==> images/layer_met1.png <==
(4 px per um)
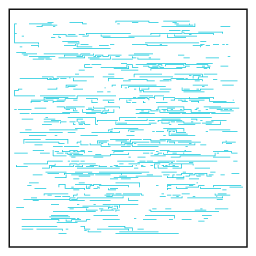
==> images/detail.png <==
Region (32, 32) to (57, 57) um. Cells in gray, sequential cells in the stronger gray; small squares are vias.
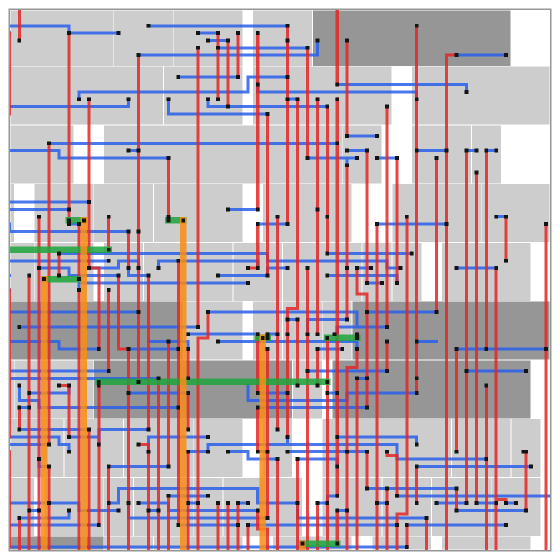
==> images/logic_types.png <==
(4 px per um)
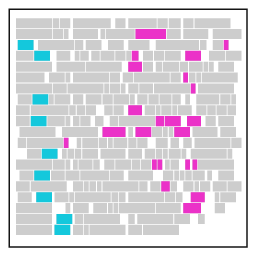
==> images/flops_by_reg.png <==
(8 px per um) Other sequential cells in the stronger gray, the rest of the logic in the fainter gray.
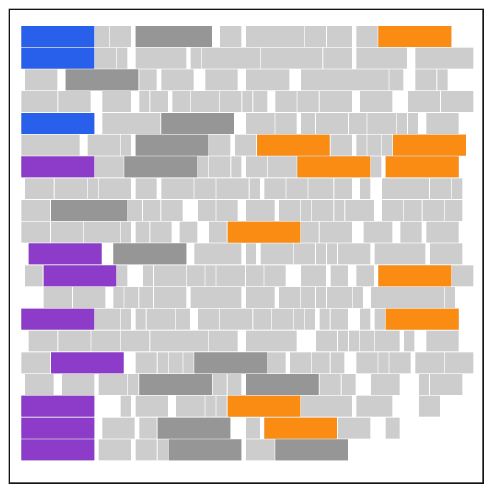
==> images/congestion.png <==
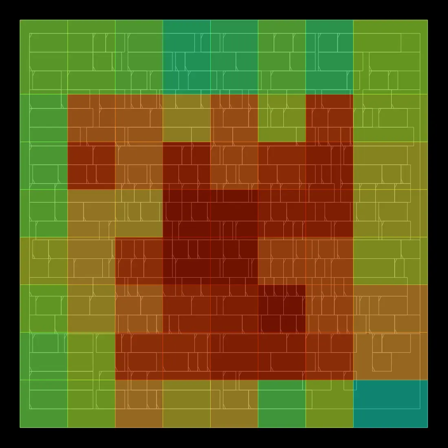
$ cat src/rtl/uart_tx.sv
// UART transmitter: valid/ready byte intake, one-byte skid register, 8-N-1 frame LSB first.
// Define UART_TX_PARITY_EN to insert a parity bit (sense chosen by PARITY_ODD), giving 8-P-1.
module uart_tx #(
  parameter int CLKS_PER_BIT = 868,
  parameter int PARITY_ODD   = 0
) (
  input  logic       i_clk,
  input  logic       i_rst,
  input  logic       i_tx_byte_rdy,
  input  logic [7:0] i_tx_byte,
  output logic       o_tx_ready,
  output logic       o_tx,
  output logic       o_tx_busy,
  output logic       o_tx_done
);

  localparam int               CNT_W     = $clog2(CLKS_PER_BIT);
  localparam logic [CNT_W-1:0] BAUD_LAST = CNT_W'(CLKS_PER_BIT - 1);

  if (CLKS_PER_BIT < 2 || CLKS_PER_BIT > 65535) begin : g_bad_cpb
    $error("uart_tx: CLKS_PER_BIT must be in 2..65535");
  end
  if (PARITY_ODD != 0 && PARITY_ODD != 1) begin : g_bad_parity
    $error("uart_tx: PARITY_ODD must be 0 or 1");
  end

  typedef enum logic [2:0] {
    S_IDLE,
    S_START,
    S_DATA,
`ifdef UART_TX_PARITY_EN
    S_PARITY,
`endif
    S_STOP
  } state_t;

  state_t           state_q, state_d;
  logic [CNT_W-1:0] baud_q, baud_d;
  logic [2:0]       bit_q, bit_d;
  logic [7:0]       shift_q, shift_d;
  logic [7:0]       hold_q, hold_d;
  logic             full_q, full_d;
  logic             tx_q, tx_d;
  logic             baud_last;
  logic             load;
`ifdef UART_TX_PARITY_EN
  logic             parity_q, parity_d;
`endif

  assign baud_last = (baud_q == BAUD_LAST);

  // NOTE: every comb output gets a default first so no path leaves it unassigned (no latches).
  always_comb begin
    state_d = state_q;
    baud_d  = baud_q;
    bit_d   = bit_q;
    shift_d = shift_q;
    hold_d  = hold_q;
    full_d  = full_q;
    load    = 1'b0;
`ifdef UART_TX_PARITY_EN
    parity_d = parity_q;
`endif

    case (state_q)
      S_IDLE: begin
        if (full_q) begin
          load    = 1'b1;
          state_d = S_START;
        end
      end
      S_START: begin
        if (baud_last) state_d = S_DATA;
      end
      S_DATA: begin
        if (baud_last) begin
          shift_d = {1'b0, shift_q[7:1]};
          bit_d   = bit_q + 3'd1;
          if (bit_q == 3'd7) begin
`ifdef UART_TX_PARITY_EN
            state_d = S_PARITY;
`else
            state_d = S_STOP;
`endif
          end
        end
      end
`ifdef UART_TX_PARITY_EN
      S_PARITY: begin
        if (baud_last) state_d = S_STOP;
      end
`endif
      S_STOP: begin
        if (baud_last) begin
          // A waiting byte starts its frame on the very next cycle: no idle gap.
          if (full_q) begin
            load    = 1'b1;
            state_d = S_START;
          end else begin
            state_d = S_IDLE;
          end
        end
      end
      default: state_d = S_IDLE;
    endcase

    if (state_q != S_IDLE) baud_d = baud_last ? '0 : baud_q + CNT_W'(1);

    if (load) begin
      shift_d = hold_q;
      full_d  = 1'b0;
`ifdef UART_TX_PARITY_EN
      parity_d = (^hold_q) ^ (PARITY_ODD != 0);
`endif
    end

    // Drain and accept are exclusive: accept needs the holding register empty.
    if (i_tx_byte_rdy && !full_q) begin
      hold_d = i_tx_byte;
      full_d = 1'b1;
    end

    // The line register follows the next state so o_tx lines up with state_q.
    case (state_d)
      S_START:  tx_d = 1'b0;
      S_DATA:   tx_d = shift_d[0];
`ifdef UART_TX_PARITY_EN
      S_PARITY: tx_d = parity_d;
`endif
      default:  tx_d = 1'b1;
    endcase
  end

  // NOTE: sequential state uses non-blocking assignments so all flops update from pre-edge values.
  always_ff @(posedge i_clk or posedge i_rst) begin
    if (i_rst) begin
      state_q <= S_IDLE;
      baud_q  <= '0;
      bit_q   <= '0;
      shift_q <= '0;
      hold_q  <= '0;
      full_q  <= 1'b0;
      tx_q    <= 1'b1;
`ifdef UART_TX_PARITY_EN
      parity_q <= 1'b0;
`endif
    end else begin
      state_q <= state_d;
      baud_q  <= baud_d;
      bit_q   <= bit_d;
      shift_q <= shift_d;
      hold_q  <= hold_d;
      full_q  <= full_d;
      tx_q    <= tx_d;
`ifdef UART_TX_PARITY_EN
      parity_q <= parity_d;
`endif
    end
  end

  assign o_tx       = tx_q;
  assign o_tx_ready = !full_q;
  assign o_tx_busy  = (state_q != S_IDLE);
  assign o_tx_done  = (state_q == S_STOP) && baud_last;

endmodule

$ cat config.mk
export PLATFORM = sky130hd
export DESIGN_NAME = uart_tx
export DESIGN_NICKNAME = d
export VERILOG_FILES = /design/src/rtl/uart_tx.sv
export SDC_FILE = /design/constraint.sdc
export NUM_CORES = 1
export LEC_CHECK = 0
export ABC_AREA = 1
export CAP_MARGIN = 30
export CORE_UTILIZATION = 51
export DETAILED_ROUTE_END_ITERATION = 16
export GPL_ROUTABILITY_DRIVEN = 0
export HOLD_SLACK_MARGIN = 0.1
export PLACE_DENSITY = 0.75
export SLEW_MARGIN = 10
export SYNTH_ARGS = -nofsm -noshare
export SYNTH_HDL_FRONTEND = slang
export SYNTH_SLANG_ARGS = --single-unit
$ cat constraint.sdc
create_clock -name i_clk -period 1.4 [get_ports i_clk]
set_input_delay 0.21 -clock i_clk [delete_from_list [all_inputs] [get_ports i_clk]]
set_output_delay 0.21 -clock i_clk [all_outputs]
set_load 0.05 [all_outputs]
==> run_results.csv <==
group,metric,value,unit
placed_design,dpl.cell_count,269,
outcome,status,"finished with violations",
final_timing,final.period_utilization,137,%
flow_run,drv_cap,0,
floorplan,taps,44,
yosys,synth_area,1660,um2
yosys,enable_flop_cells,0,
power,pg_comb,1.64,mW
power,clkPwrFrac,18.8,%
detailed_routing,dr_wl_met3,242,um
detailed_routing,drt_iter0_markers,93,
critical_path,crit_chain,"nor2_1 > nand2_1 > nor3_2 > inv_2 > nor4_4 > buf_12",
finish,layout.nets,268,
finish,fillers,134,
yosys,synthCells,182,
grt,grt_max_degree,13,
floorplan,coreArea,3080,um2
clock_network,cts_buffers,5,
final_timing,min_period,1.91,ns
power,pwr-share-seq,39.1,%
detailed_routing,wl,5.54,mm
grt,antenna_found_initial,0,
hold_path,hp-start,"i_tx_byte[5]",
finish,seqCellArea,853,um2
final_timing,setup_viol,26,
grt,use_met1,27.8,%
final_timing,finalHoldViolations,0,
critical_path,cpPeakStageDelay,0.42,ns
finish,drive_above_1_share,56.1,%
critical_path,critPathMaxFanout,2,
critical_path,cp_slowest_cell,"dfrtp_1",
power,internal_power,2.46,mW
clock_network,ctsRootBufferMaster,"clkbuf_4",
yosys,ys_warn_count,0,
final_timing,fin_skew,0.0112,ns
hold_path,holdPathEnd,"hold_q[5]",
critical_path,worstSetupPathDepth,6,
clock_network,clock_sinks,34,
yosys,synthArstFlopShare,100,%
floorplan,die_w,59.1,um
clock_network,cts_setup_buffers,9,
critical_path,rr_worst_depth,14,
placed_design,detailed_place_hpwl,2.70,mm
grt,grt_pass1_vias,1589,
placed_design,placed_cell_area,2140,um2
detailed_routing,wl_met2,3.04,mm
yosys,ys_seq_elements,34,
yosys,most_common_cell,"nand2_1",
final_timing,whs,0.466,ns
critical_path,path_class,"flip-flop to primary output",
critical_path,critPathLaunchType,"flip-flop",
finish,buf_share,23.7,%
hold_path,whs_path_depth,2,
power,power.leakage,1.29,nW
finish,largestRegisters,"baud_q: 10 flops, hold_q: 8 flops, shift_q: 8 flops",
detailed_routing,top_layer,"met4",
detailed_routing,dr.pass1.iters,4,
power,clock_net_power,0.730,mW
grt,grt_use_met3,7.42,%
placed_design,numPortBuffers,14,
final_timing,rsz0062_at_grt,"true",
grt,grt-ovfl-total,0,
critical_path,worstSetupEndpoint,"o_tx_done",
detailed_routing,antenna_left,0,
finish,ff_count,34,
yosys,top_cells_by_count,"nand2_1, dfrtp_1, nand3_1",
detailed_routing,avgViaCountPerCell,5.60,
yosys,ys_cells,182,
finish,num-nonclk-buffers,66,
yosys,yosys-top-cells-area,"dfrtp_1, nand2_1, nand3_1, mux2_2, inv_1",
critical_path,critPathBufInv,2,
power,totalPowerFinal,3.88,mW
clock_network,cts_hold_buf,1,
yosys,top_area_cell,"dfrtp_1",
hold_path,hold_path.class,"input pin to flip-flop",
power,power.density,1420,nW/um2
floorplan,row_count,20,
power,p_switching,1.43,mW
clock_network,cts_tree,"yes",
finish,n_antenna_cell,0,
power,power-top-group,"combinational logic",
finish,final_area,2740,um2
critical_path,arrival,1.70,ns
detailed_routing,vias,1674,
final_timing,fin_ws,-0.513,ns
power,p_sw_share,36.7,%
finish,area_delta_synth_final,65.1,%
yosys,ys_area,1660,um2
outcome,violations,"setup timing",
finish,logic_area,1000,um2
yosys,synth_nets,196,
finish,nMultiInputCombCells,124,
critical_path,critPathTopFamily,"simple AND/OR/NAND/NOR gates",
finish,seq_share,31.1,%
yosys,postSynthAreaPerCell,9.12,um2
critical_path,r2r-end,"o_tx",
floorplan,chipArea,3490,um2
grt,grt_busiest_layer,"met2",
finish,nonClockInverterCount,23,
clock_network,clk_pin_slew,0.10,ns
floorplan,fp.dieH,59.1,um
finish,nClkBuffers,6,
critical_path,cp.required,1.19,ns
grt,grt_use_met2,49.8,%
flow_run,warnings,29,
floorplan,fp_util,53.9,%
grt,grt_pass1_wl,6.87,mm
critical_path,timing.rr.start,"baud_q[0]",
clock_network,htreeDepth,2,
detailed_routing,wl_met1,1.93,mm
finish,top_register,"baud_q",
final_timing,final_max_slew_viol_count,0,
detailed_routing,routedWlPerCell,18.5,um
finish,largest_register_ffs,10,
yosys,postSynthSeqShare,51.3,%
critical_path,cp-startpoint,"baud_q[7]",
yosys,synth_top_area_share,49.7,%
final_timing,timing.fmax,523,MHz
critical_path,ff2ff_setup_slack,-0.45,ns
power,combPwrFrac,42.1,%
clock_network,cts_buffer_depth,2,
yosys,ff_type,"dfrtp_1",
-- layer_met1.png (at the start) --
wire length on this layer: 1930 um
share of all routed wire: 35%
main direction: horizontal
longest straight run: 18.4 um
nets with wire on the layer: 245

-- detail.png (at the start) --
| color | layer |
|---|---|
| orange | metal 4 |
| red | metal 2 |
| blue | metal 1 |
| green | metal 3 |
cells with their middle in the window: 55
sequential cells in the window: 5
netlist names of flops here include: baud_q (5)
most frequent: buf_4 (13), dfrtp_1 (5), buf_6 (5)

-- logic_types.png (at the start) --
| color | family | cells | most used |
|---|---|---|---|
| cyan | multiplexers | 9 | mux2_2 |
| magenta | NOR gates | 22 | nor2_1 |
fraction of area in multi-input gates: 36.5%
Cell Count, Final, Fillers Out: 299
most numerous logic cell after layout: buf_4

-- flops_by_reg.png (at the start) --
| color | netlist name | sequential cells |
|---|---|---|
| purple | hold_q | 8 |
| orange | baud_q | 10 |
| blue | bit_q | 3 |
not colored: 13

-- congestion.png (at the start) --
GRT Total Usage: 27.2%
final core occ: 89.1%

[kinds of logic (layout without fill, tap and decap cells)]
kind of cell	count (synthesis)	in the layout	synth area share, %
simple gates	93	94	27.7
flops	34	34	51.3
buf+inv	25	97	6.71
compound gates	15	15	4.67
mux	9	9	6.10
fa+ha+maj	3	3	2.26
xor+xnor	2	2	1.06
other cells	1	1	0.226
[layout by cell type (no fill, tap or decap), types with 8 or more instances in the layout]
cell | netlist | layout
buf_4 | 0 | 34
dfrtp_1 | 33 | 32
nand2_1 | 39 | 21
nand2_2 | 1 | 16
buf_6 | 2 | 15
nand3_2 | 5 | 14
inv_1 | 19 | 13
clkdlybuf4s50_1 | 0 | 10
mux2_2 | 9 | 9
nand3_1 | 24 | 9
nor2_1 | 11 | 8
No activity file was given, so power comes from the tool's default toggle rates.
